==> config.mk <==
export PLATFORM = sky130hd
export DESIGN_NAME = draw_scheduler_flat
export DESIGN_NICKNAME = d
export VERILOG_FILES = /design/src/rtl/draw_scheduler_if.sv /design/src/rtl/draw_scheduler.sv /design/src/flat_wrapper.sv
export SDC_FILE = /design/constraint.sdc
export NUM_CORES = 1
export LEC_CHECK = 0
export CAP_MARGIN = 25
export CORE_MARGIN = 3
export CORE_UTILIZATION = 50
export DETAILED_ROUTE_END_ITERATION = 6
export PLACE_DENSITY = 0.8
export SLEW_MARGIN = 20
export SYNTH_ARGS = -nofsm -noshare
export SYNTH_HDL_FRONTEND = slang
export SYNTH_SLANG_ARGS = --single-unit
==> constraint.sdc <==
create_clock -name clk -period 4.5 [get_ports clk]
set_clock_uncertainty 0.05 [all_clocks]
set_input_delay 0.9 -clock clk [delete_from_list [all_inputs] [get_ports clk]]
set_output_delay 0.9 -clock clk [all_outputs]
set_load 0.005 [all_outputs]
==> src/rtl/draw_scheduler_if.sv <==
// Draw-scheduler bus: frame/slot control in, drawer grants and status out.
interface draw_scheduler_if;
    localparam int unsigned NSLOT = 3;

    logic             frame_tick;
    logic [NSLOT-1:0] slot_en;
    logic [NSLOT-1:0] done;
    logic [NSLOT-1:0] go;
    logic [1:0]       draw_mux;
    logic             iscolour;
    logic             inc_enable;
    logic             busy;
    logic             overrun;
    logic             timeout_err;

    modport master (
        output frame_tick, slot_en, done,
        input  go, draw_mux, iscolour, inc_enable, busy, overrun, timeout_err
    );

    modport slave (
        input  frame_tick, slot_en, done,
        output go, draw_mux, iscolour, inc_enable, busy, overrun, timeout_err
    );
endinterface

==> src/rtl/draw_scheduler.sv <==
// Sequences erase pass, one game-logic step and colour pass over the shared VGA draw path.
// Optional macro ARB_TIMEOUT_EN: force-advance a drawer whose done never arrives.
module draw_scheduler #(
    parameter int unsigned LOGIC_WAIT = 12,
    parameter int unsigned TIMEOUT    = 1023,
    parameter int unsigned CW         = 10
) (
    input  logic            clk,
    input  logic            resetn,
    draw_scheduler_if.slave bus
);
    localparam int unsigned   NSLOT       = 3;
    localparam int unsigned   SW          = 2;
    localparam logic [CW-1:0] CNT_MAX     = {CW{1'b1}};
    localparam logic [CW-1:0] SETTLE_LAST = CW'(LOGIC_WAIT - 1);

    if (LOGIC_WAIT == 0 || LOGIC_WAIT > (32'd1 << CW)) begin : g_bad_logic_wait
        $error("draw_scheduler: LOGIC_WAIT must lie in 1..2**CW");
    end
    if (TIMEOUT == 0 || TIMEOUT > (32'd1 << CW)) begin : g_bad_timeout
        $error("draw_scheduler: TIMEOUT must lie in 1..2**CW");
    end

    typedef enum logic [2:0] {
        S_IDLE,
        S_PICK,
        S_GO,
        S_WAIT,
        S_LOGIC,
        S_SETTLE
    } state_e;

    state_e           state_q;
    logic [SW-1:0]    slot_q;
    logic [CW-1:0]    cnt_q;
    logic [NSLOT-1:0] go_q;
    logic [1:0]       mux_q;
    logic             iscolour_q;
    logic             inc_q;
    logic             busy_q;
    logic             overrun_q;

    logic             pick_found_d;
    logic [SW-1:0]    pick_idx_d;
    logic [CW-1:0]    cnt_d;

    // Drawer slot to existing mux encoding (bricks sit at select 0).
    function automatic logic [1:0] mux_sel(input logic [SW-1:0] s);
        case (s)
            2'd0:    mux_sel = 2'd1;
            2'd1:    mux_sel = 2'd0;
            2'd2:    mux_sel = 2'd2;
            default: mux_sel = 2'd0;
        endcase
    endfunction

    // First enabled slot at or above the current slot; slot 3 means pass finished.
    always_comb begin
        pick_found_d = 1'b0;
        pick_idx_d   = '0;
        for (int unsigned i = 0; i < NSLOT; i++) begin
            if (!pick_found_d && (32'(slot_q) <= i) && bus.slot_en[i]) begin
                pick_found_d = 1'b1;
                pick_idx_d   = SW'(i);
            end
        end
    end

    assign cnt_d = (cnt_q == CNT_MAX) ? cnt_q : cnt_q + CW'(1);

`ifdef ARB_TIMEOUT_EN
    localparam logic [CW-1:0] TIMEOUT_LAST = CW'(TIMEOUT - 1);
    logic timeout_err_q;
`endif

    always_ff @(posedge clk) begin
        if (!resetn) begin
            state_q    <= S_IDLE;
            slot_q     <= '0;
            cnt_q      <= '0;
            go_q       <= '0;
            mux_q      <= '0;
            iscolour_q <= 1'b0;
            inc_q      <= 1'b0;
            busy_q     <= 1'b0;
            overrun_q  <= 1'b0;
`ifdef ARB_TIMEOUT_EN
            timeout_err_q <= 1'b0;
`endif
        end else begin
            go_q  <= '0;
            inc_q <= 1'b0;
            if (bus.frame_tick && (state_q != S_IDLE)) begin
                overrun_q <= 1'b1;
            end
            case (state_q)
                S_IDLE: begin
                    if (bus.frame_tick) begin
                        state_q    <= S_PICK;
                        slot_q     <= '0;
                        iscolour_q <= 1'b0;
                        busy_q     <= 1'b1;
                    end
                end
                S_PICK: begin
                    if (pick_found_d) begin
                        state_q <= S_GO;
                        slot_q  <= pick_idx_d;
                        go_q    <= NSLOT'(1) << pick_idx_d;
                        mux_q   <= mux_sel(pick_idx_d);
                    end else if (!iscolour_q) begin
                        state_q <= S_LOGIC;
                        inc_q   <= 1'b1;
                    end else begin
                        state_q <= S_IDLE;
                        busy_q  <= 1'b0;
                    end
                end
                S_GO: begin
                    state_q <= S_WAIT;
                    cnt_q   <= '0;
                end
                S_WAIT: begin
                    if (bus.done[slot_q]) begin
                        state_q <= S_PICK;
                        slot_q  <= slot_q + SW'(1);
`ifdef ARB_TIMEOUT_EN
                    end else if (cnt_q >= TIMEOUT_LAST) begin
                        state_q       <= S_PICK;
                        slot_q        <= slot_q + SW'(1);
                        timeout_err_q <= 1'b1;
`endif
                    end else begin
                        cnt_q <= cnt_d;
                    end
                end
                S_LOGIC: begin
                    state_q <= S_SETTLE;
                    cnt_q   <= '0;
                end
                S_SETTLE: begin
                    if (cnt_q == SETTLE_LAST) begin
                        state_q    <= S_PICK;
                        slot_q     <= '0;
                        iscolour_q <= 1'b1;
                    end else begin
                        cnt_q <= cnt_d;
                    end
                end
                default: begin
                    state_q <= S_IDLE;
                    busy_q  <= 1'b0;
                end
            endcase
        end
    end

    assign bus.go         = go_q;
    assign bus.draw_mux   = mux_q;
    assign bus.iscolour   = iscolour_q;
    assign bus.inc_enable = inc_q;
    assign bus.busy       = busy_q;
    assign bus.overrun    = overrun_q;
`ifdef ARB_TIMEOUT_EN
    assign bus.timeout_err = timeout_err_q;
`else
    assign bus.timeout_err = 1'b0;
`endif

endmodule

==> src/flat_wrapper.sv <==
// flat-port wrapper written by rule: the top's interface ports become plain ports
module draw_scheduler_flat 
#(
    parameter int unsigned LOGIC_WAIT = 12,
    parameter int unsigned TIMEOUT    = 1023,
    parameter int unsigned CW         = 10
)
  (clk, resetn, bus_frame_tick, bus_slot_en, bus_done, bus_go, bus_draw_mux, bus_iscolour, bus_inc_enable, bus_busy, bus_overrun, bus_timeout_err);
  draw_scheduler_if bus_i ();
  input  logic clk;
  input  logic resetn;
  input wire logic [$bits(bus_i.frame_tick)-1:0] bus_frame_tick;
  input wire logic [$bits(bus_i.slot_en)-1:0] bus_slot_en;
  input wire logic [$bits(bus_i.done)-1:0] bus_done;
  output wire logic [$bits(bus_i.go)-1:0] bus_go;
  output wire logic [$bits(bus_i.draw_mux)-1:0] bus_draw_mux;
  output wire logic [$bits(bus_i.iscolour)-1:0] bus_iscolour;
  output wire logic [$bits(bus_i.inc_enable)-1:0] bus_inc_enable;
  output wire logic [$bits(bus_i.busy)-1:0] bus_busy;
  output wire logic [$bits(bus_i.overrun)-1:0] bus_overrun;
  output wire logic [$bits(bus_i.timeout_err)-1:0] bus_timeout_err;
  assign bus_i.frame_tick = bus_frame_tick;
  assign bus_i.slot_en = bus_slot_en;
  assign bus_i.done = bus_done;
  assign bus_go = bus_i.go;
  assign bus_draw_mux = bus_i.draw_mux;
  assign bus_iscolour = bus_i.iscolour;
  assign bus_inc_enable = bus_i.inc_enable;
  assign bus_busy = bus_i.busy;
  assign bus_overrun = bus_i.overrun;
  assign bus_timeout_err = bus_i.timeout_err;
  draw_scheduler #(.LOGIC_WAIT(LOGIC_WAIT), .TIMEOUT(TIMEOUT), .CW(CW)) u_core (.clk(clk), .resetn(resetn), .bus(bus_i));
endmodule
**Pin map**

Pins as bars across the die edge, other pins in gray.
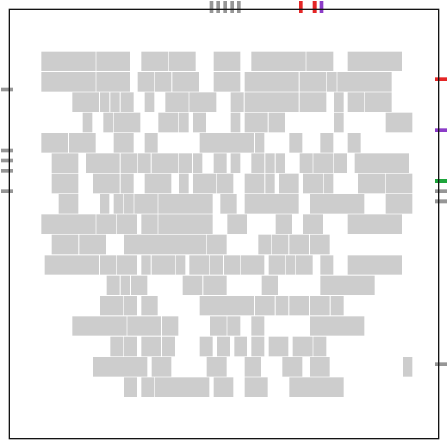
Key: bus_go = red [pins 3, direction output, edge 2 top, 1 right]; bus_draw_mux = purple [pins 2, direction output, edge 1 right, 1 top]; bus_inc_enable = green [pins 1, direction output, edge right]
Die Height: 57.19 um
Die Wd: 57.19 um
Port Buffers: 17

**Routed metal, one color a layer**

Bar = 20 um.
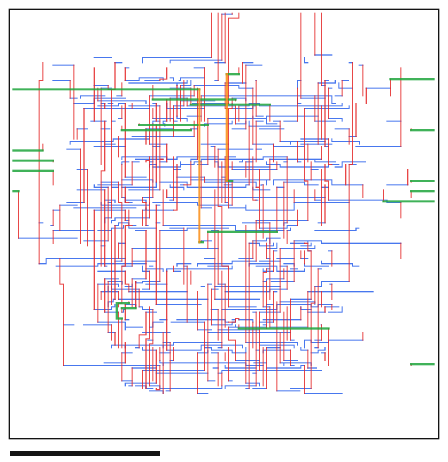
Key: metal 2 = red [wire length 1310 um]; metal 4 = orange [wire length 34.7 um]; metal 3 = green [wire length 134 um]; metal 1 = blue [wire length 1320 um]

==> GITHUB_STEP_SUMMARY <==
## PnR job results

| Metric | Value |
|---|---|
| Post-synth seq share | around 37% |
| Largest net degree at the start of global routing | 18 |
| Cell with the most instances after synthesis | dfxtp_1 |
| Yosys warnings | 0 |
| Htree depth | 1 |
| Initial DRC count | 29 |
| Post-synth EDFFs | 0 |
| Post-Syn Area per Cell | 8.344 um^2 |
| Yosys cell count | 157 |
| Routed wire length | 2798 um |
| Combinational power share | ~15% |
| Cell Type Count | ~43 |
| FF-to-FF Start | u_core.slot_q[1] |
| Share of total power in sequential cells | 50.6% |
| Pre-antenna DRT Iters | 4 |
| Hpwl dp | 2041 um |
| Filler cell count | 203 |
| Setup CP Type | input pin to register |
| Top cells by count | 24 x dfxtp_1, 15 x nand3_1, 14 x nand2_1, 12 x a21oi_1, 8 x o31ai_1 |
| Share of cells above drive strength 1 | 4.118% |
| Number of max-cap violations | 0 |
| Grt ovf | 0 |
| Initial antenna violation count | 0 |
| Clock-pin slew on the worst setup and hold paths | 0.13 ns |
| DR DRC count | 0 |
| Synthesized area | 1310 um^2 |
| Sw frac | about 25% |
| PostCTS Resize Cnt | 0 |
| Finished Cell Area | around 1500 um^2 |
| Yosys synthesis chip area | 1310 um^2 |
| R2r endpoint | u_core.cnt_q[5] |
| Average wire per standard cell | 14.13 um |
| Status | finished clean |
| Setup TNS | 0 ns |
| CTS root buffer | clkbuf_4 |
| Hold Crit Depth | 1 |
| Commonest flop | dfxtp_1 |
| TritonCTS buffer count | 3 |
| First-pass GRT wire length | 4747 um |
**Port wiring**

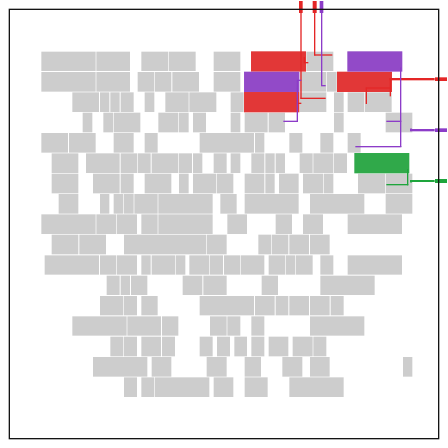
Key: bus_draw_mux = purple [bits 2, direction output, edge 1 right, 1 top, end cells 2, buffers 2, wire 39.4 um]; bus_inc_enable = green [bits 1, direction output, edge right, end cells 1, buffers 1, wire 8.00 um]; bus_go = red [bits 3, direction output, edge 2 top, 1 right, end cells 3, buffers 3, wire 38.0 um]

**Clock wires, drivers and flops**

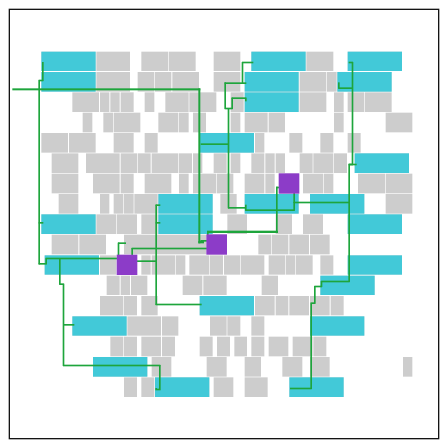
Key: flip-flops = cyan [count 24]; clock wires = green [length 287 um]; clock drivers = purple [count 3]
Position of the flops: all over the die.
Power Clock: 155 uW
clock share of power: 34.0%
latest clock arrival within the worst-skew pair: 0.32 ns

[worst max-delay path: stages]
cell and delay, ns:
clkdlybuf4s50_1 0.40, mux2i_1 0.19, nor3b_1 0.10, o31a_1 0.47, or4_1 0.56, a21oi_1 0.17
[metal layers]
layer  GRT usage (%)  wire length (um)  vias up
met4           5.298                34        0
met3           4.072               134        4
met1           24.97              1317      579
met2           28.38              1312       32
li1                -                 -      613
met5               0                 0        -
[placed cells by master, fill, tap and decap left out, drive strengths merged, types with 2 or more instances in the layout]
cell type,count
a21boi,2
a21oi,12
and3,3
clkbuf,3
clkdlybuf4s50,17
dfxtp,24
ha,4
inv,3
mux2i,5
nand2,14
nand2b,5
nand3,15
nand4,2
nor2,7
nor2b,4
nor3,3
nor4,2
o211ai,2
o21a,4
o21ai,4
o31a,3
o31ai,8
or4,6
[power by group through the flow]
stage	clock network [mW]	logic (mW)	registers, mW
after floorplan	0	0.0517	0.230
after global placement	0	0.0676	0.234
after detailed placement	0	0.0695	0.235
after CTS	0.160	0.0700	0.230
after global routing	0.167	0.0776	0.232
final	0.155	0.0703	0.230
[stage by stage]
stage	std cells	hold WS [ns]	setup WS [ns]	total power, mW	utilization, %
2_1_floorplan	157	0.4104	2.282	0.2816	-
3_3_place_gp	194	0.4012	1.680	0.3020	62.83
3_5_place_dp	194	0.4072	1.564	0.3047	62.83
4_1_cts	198	0.4432	1.922	0.4605	65.08
5_1_grt	198	0.4703	1.817	0.4763	65.08
6_report	198	0.4410	1.907	0.4557	65.08
[final cells by class]
cell class / count / share of cell area [%]
well taps: 28 / 2.301
inverters: 4 / 0.9860
flip-flops and latches: 24 / 31.55
repair buffers: 17 / 11.18
multi-input cells: 121 / 50.53
clock inverters: 1 / 1.972
clock buffers: 3 / 1.479
[sequential cells by signal, summed over array words and instances, names as in the netlist]
signal                 count
u_core.bus.inc_enable      1
u_core.bus.busy            1
u_core.bus.go              3
u_core.slot_q              2
u_core.state_q             3
u_core.cnt_q              10
u_core.bus.iscolour        1
u_core.bus.draw_mux        2
u_core.bus.overrun         1
[kinds of logic (layout without fill, tap and decap cells)]
group,after synthesis,count (layout),share of synthesized area [%]
AOI/OAI and AO/OA,42,42,22.16
adders and majority gates,4,4,3.821
and+or+nand+nor,68,68,27.99
other,1,1,0.2863
xor gates and xnor gates,1,1,0.6687
DFF,24,24,36.68
buffers and inverters,12,25,4.584
muxes,5,5,3.821
[worst max path at each step]
| stage | from | end | slack (ns) | cells past startpoint |
|---|---|---|---|---|
| global placement | bus_done[2] | u_core.cnt_q[9] | 1.68 | 6 |
| floorplan | bus_done[2] | u_core.cnt_q[0] | 2.28 | 6 |
| global route | bus_done[2] | u_core.cnt_q[6] | 1.82 | 6 |
| CTS | bus_done[2] | u_core.cnt_q[5] | 1.92 | 6 |
| finish | bus_done[2] | u_core.cnt_q[5] | 1.91 | 6 |
| detailed placement | bus_done[2] | u_core.cnt_q[5] | 1.56 | 6 |
Power is estimated from default activity; no workload was simulated.
